[src/rtl/smg_pkg.sv]
// smg_pkg: shared types, constants and helpers for the seven-segment scan controller
package smg_pkg;

    localparam int DIGITS_MAX = 8;

    typedef logic [3:0] bcd_t;

    typedef enum logic {SCAN} scan_state_t;

    localparam bcd_t BLANK_NIB = 4'h0;

    function automatic logic [DIGITS_MAX-1:0] onehot_sel(input logic [$clog2(DIGITS_MAX)-1:0] pos);
        return DIGITS_MAX'(1) << pos;
    endfunction

endpackage

[src/rtl/smg_bin2bcd.sv]
// smg_bin2bcd: sequential shift-add-3 binary to BCD converter, one bit per cycle
module smg_bin2bcd
    import smg_pkg::*;
#(
    parameter int DATA_W     = 16,
    parameter int BCD_DIGITS = 6
) (
    input  logic                          CLK,
    input  logic                          RSTn,
    input  logic                          start,
    input  logic [DATA_W-1:0]             bin,
    output logic                          busy,
    output logic                          done,
    output logic [4*(BCD_DIGITS-2)-1:0]   bcd,
    output logic                          ovf
);

    localparam int CW = $clog2(DATA_W + 1);

    logic [DATA_W-1:0]       sh;
    logic [4*BCD_DIGITS-1:0] acc, adj;
    logic [CW-1:0]           cnt;

    for (genvar i = 0; i < BCD_DIGITS; i++) begin : g_adj
        assign adj[4*i+:4] = acc[4*i+:4] >= 4'd5 ? acc[4*i+:4] + 4'd3 : acc[4*i+:4];
    end

    always_ff @(posedge CLK or negedge RSTn) begin
        if (!RSTn) begin
            busy <= 1'b0;
            done <= 1'b0;
            cnt  <= '0;
            sh   <= '0;
            acc  <= '0;
        end else begin
            done <= busy && cnt == CW'(1);
            if (start && !busy) begin
                busy <= 1'b1;
                cnt  <= CW'(DATA_W);
                sh   <= bin;
                acc  <= '0;
            end else if (busy) begin
                acc  <= (adj << 1) | {{(4*BCD_DIGITS-1){1'b0}}, sh[DATA_W-1]};
                sh   <= sh << 1;
                cnt  <= cnt - 1'b1;
                busy <= cnt != CW'(1);
            end
        end
    end

    // The two extra top digits only exist to detect values beyond the display range.
    assign bcd = acc[4*BCD_DIGITS-9:0];
    assign ovf = |acc[4*BCD_DIGITS-1 -: 8];

endmodule

[src/rtl/smg_scan_ctrl.sv]
// smg_scan_ctrl: multiplexed digit scanner with per-frame snapshot, double buffer,
// hex/decimal display and leading-zero blanking
module smg_scan_ctrl
    import smg_pkg::*;
#(
    parameter int DIGITS     = 4,
    parameter int SCAN_TICKS = 50000
) (
    input  logic                  CLK,
    input  logic                  RSTn,
    input  logic [4*DIGITS-1:0]   Number_Sig,
    input  logic                  Hex_Mode,
    input  logic                  Lz_Blank,
    output logic [3:0]            Number_Data,
    output logic [DIGITS-1:0]     Digit_Sel,
    output logic                  Overflow,
    output logic                  Frame_Tick
);

    localparam int DATA_W = 4 * DIGITS;
    localparam int CW     = $clog2(SCAN_TICKS);
    localparam int IW     = DIGITS > 1 ? $clog2(DIGITS) : 1;

    scan_state_t          state_q, state_d;
    logic [CW-1:0]        c1, c1_d;
    logic [IW-1:0]        idx, idx_d, pos;
    logic                 tc, boundary, lz;
    logic                 cv_start, cv_busy, cv_done, cv_ovf;
    logic [DATA_W-1:0]    cv_bcd;
    bcd_t [DIGITS-1:0]    pend, disp;
    logic                 pend_ovf;
    logic [DIGITS-1:0]    blank, blank_d;

    smg_bin2bcd #(
        .DATA_W     (DATA_W),
        .BCD_DIGITS (DIGITS + 2)
    ) u_bin2bcd (
        .CLK   (CLK),
        .RSTn  (RSTn),
        .start (cv_start),
        .bin   (Number_Sig),
        .busy  (cv_busy),
        .done  (cv_done),
        .bcd   (cv_bcd),
        .ovf   (cv_ovf)
    );

    always_comb begin
        state_d  = SCAN;
        tc       = state_q == SCAN && c1 == CW'(SCAN_TICKS - 1);
        boundary = tc && idx == IW'(DIGITS - 1);
        c1_d     = tc ? '0 : c1 + 1'b1;
        idx_d    = !tc ? idx : boundary ? '0 : idx + 1'b1;
        pos      = IW'(DIGITS - 1) - idx;
        cv_start = boundary && !Hex_Mode && !cv_busy;
        // Vectors are indexed by digit weight; blanking runs from the MSD down and stops at the LSD.
        lz       = Lz_Blank;
        blank_d  = '0;
        for (int k = DIGITS - 1; k >= 0; k--) begin
            lz         = lz && pend[k] == 4'h0 && k != 0;
            blank_d[k] = lz;
        end
    end

    always_ff @(posedge CLK or negedge RSTn) begin
        if (!RSTn) begin
            state_q     <= SCAN;
            c1          <= '0;
            idx         <= '0;
            pend        <= '0;
            pend_ovf    <= 1'b0;
            disp        <= '0;
            blank       <= '0;
            Overflow    <= 1'b0;
            Frame_Tick  <= 1'b0;
            Number_Data <= BLANK_NIB;
            Digit_Sel   <= '1;
        end else begin
            state_q     <= state_d;
            c1          <= c1_d;
            idx         <= idx_d;
            Frame_Tick  <= boundary;
            Number_Data <= blank[pos] ? BLANK_NIB : disp[pos];
            Digit_Sel   <= blank[pos] ? '1 : ~DIGITS'(onehot_sel(3'(pos)));
            if (boundary) begin
                disp     <= pend;
                blank    <= blank_d;
                Overflow <= pend_ovf;
            end
            // Commit above reads the old pending value; the new snapshot lands afterwards.
            if (boundary && Hex_Mode) begin
                pend     <= Number_Sig;
                pend_ovf <= 1'b0;
            end else if (cv_done) begin
                pend     <= cv_ovf ? {DIGITS{4'h9}} : cv_bcd;
                pend_ovf <= cv_ovf;
            end
        end
    end

endmodule

[config.mk]
export PLATFORM = sky130hd
export DESIGN_NAME = smg_scan_ctrl
export DESIGN_NICKNAME = d
export VERILOG_FILES = /design/src/rtl/smg_pkg.sv /design/src/rtl/smg_bin2bcd.sv /design/src/rtl/smg_scan_ctrl.sv
export SDC_FILE = /design/constraint.sdc
export NUM_CORES = 1
export LEC_CHECK = 0
export ABC_AREA = 1
export ABC_CLOCK_PERIOD_IN_PS = 2270
export CELL_PAD_IN_SITES_DETAIL_PLACEMENT = 0
export CELL_PAD_IN_SITES_GLOBAL_PLACEMENT = 1
export CORE_MARGIN = 2
export CORE_UTILIZATION = 46
export DETAILED_ROUTE_END_ITERATION = 8
export PLACE_DENSITY = 0.78
export SYNTH_ARGS = -nofsm -noshare
export SYNTH_HDL_FRONTEND = slang
export SYNTH_HIERARCHICAL = 1
export SYNTH_SLANG_ARGS = --single-unit
[constraint.sdc]
create_clock -name CLK -period 2.27 [get_ports CLK]
set_input_delay 0.681 -clock CLK [delete_from_list [all_inputs] [get_ports CLK]]
set_output_delay 0.681 -clock CLK [all_outputs]
set_load 0.005 [all_outputs]
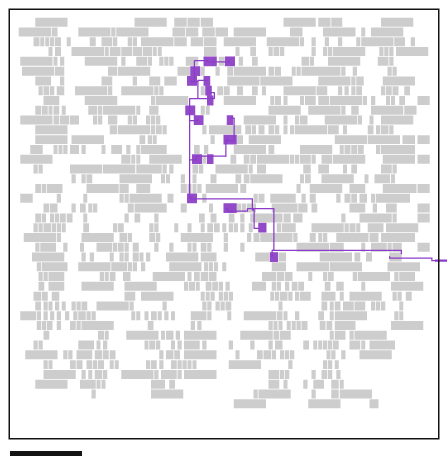
Fig. 1. Wires at chosen ports, followed through buffers.
Scale bar: 20 um.
color	port	bits	direction	edge	end cells	buffers	wire
purple	Hex_Mode	1	input	east	19	2	201 um

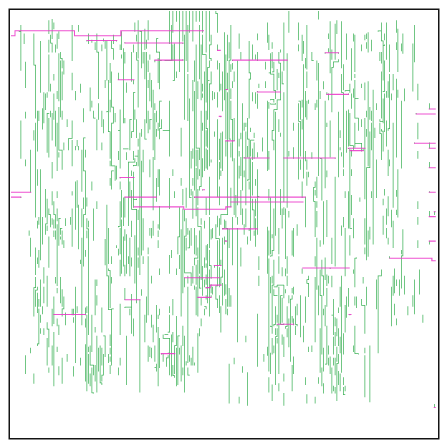
Fig. 2. Metal layers overlaid.
Two of the layers only.
color	layer	wire length
green	M2	6340 um
magenta	M3	357 um

==> changes_impl.md <==
## Implementation

- Status: complete, no violations
- Via/cell ratio: 5.03
- Fin util: 0.518
- R2r setup slk: about 0.24 ns
- Height of the die: around 120 um
- Worst Setup Path Type: reg2out
- Initial core utilization: 0.465
- Clock slew at reported path FFs: approximately 0.080 ns
- Clock Latency Late Sink: roughly 0.36 ns
- Sequential fraction of the synthesis area: 0.457
- Total sequential power: approximately 2.4 mW
- Final worst slack: ~0.23 ns
- Critical Path Sink Type: output pin
- Horiz. Die Dim: ~120 um
- Total CTS buffers: 9
- Cts repair resizes: 0
- CTS sink count: 111
- Worst r2r src: c1[0]$_DFF_PN0_
- Post-Place Setup Slack: 0.135 ns
- Crit path to: Digit_Sel[2]
- Post-synth area hogs: dfrtp_1, nand2_1, nand3_1
- Routed WL per cell: between 10 and 15 um
- Congestion Overflow GR: 0
- Setup TNS Final: 0 ns
- H-tree levels: 3
- Peak VDD IR: just over 0.0004 V
- # rows: ~42
- Sequential share of power: 0.459
- Crit path DAT: around 1.4 ns
- Routed wl met3: about 360 um
- Period minus WS final: around 2 ns
- CP Buf/Inv Count: 1
- Top-area cell share: 0.440
- Comb pwr: roughly 1.1 mW
- Routed WL: roughly 13000 um
- Count of tool warnings: 39
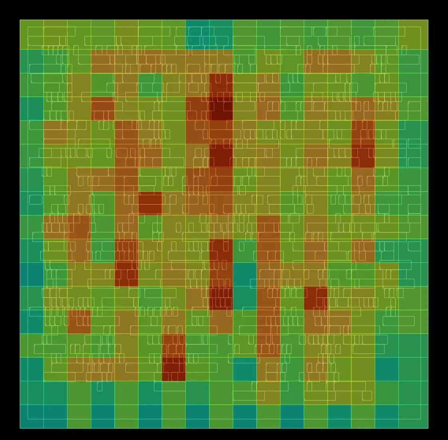
Fig. 3. Congestion heat map.
GRT Overall Usage: 0.200
Most Crowded Layer GR: met2
met2 Track Usage GR: 0.330

## kinds of logic (layout without fill, tap and decap cells)
family	after synthesis	in the layout	share of synthesized area
and+or+nand+nor	404	404	0.297
buffers and inverters	134	155	0.109
DFF	111	111	0.457
AOI/OAI and AO/OA	79	79	0.0808
adders and majority gates	22	22	0.0452
xor gates and xnor gates	7	7	0.0101
## synthesized netlist by cell type, drive strengths merged
cell and n:
buf 36, nand3 83, o21bai 1, o21ai 50
inv 94, nand3b 7, o22ai 5, dfstp 4
a21oi 8, a2bb2oi 1, a31oi 2, nor3 8
clkinv 2, o211ai 7, o221ai 5, clkbuf 2
dfrtp 107, xor2 7, ha 22, nand4 19
nand2 215, nor2 72
## flip-flops by register name, summed over array words and instances, names as in the netlist
register        cells
blank               3
u_bin2bcd/cnt       5
Frame_Tick          1
idx                 2
c1                 16
Number_Data         4
pend               16
disp               16
u_bin2bcd/busy      1
u_bin2bcd/acc      24
Overflow            1
u_bin2bcd/done      1
Digit_Sel           4
pend_ovf            1
u_bin2bcd/sh       16
## final cells by class
| type | instances | area (um^2) |
|---|---|---|
| fillers | 1238 | 6310 |
| flip-flops and latches | 111 | 2780 |
| multi-input cells | 512 | 2640 |
| repair buffers | 43 | 443 |
| inverters | 96 | 370 |
| clock buffers | 9 | 225 |
| well taps | 176 | 220 |
| clock inverters | 7 | 95.1 |
## through the flow
| step | cells | hold slack, ns |
|---|---|---|
| floorplan | 757 | 0.385 |
| global placement | 938 | 0.453 |
| detailed placement | 938 | 0.454 |
| CTS | 954 | 0.236 |
| global route | 954 | 0.245 |
| finish | 954 | 0.229 |
Power figures rest on the tool's default switching activity, not on a simulated workload.
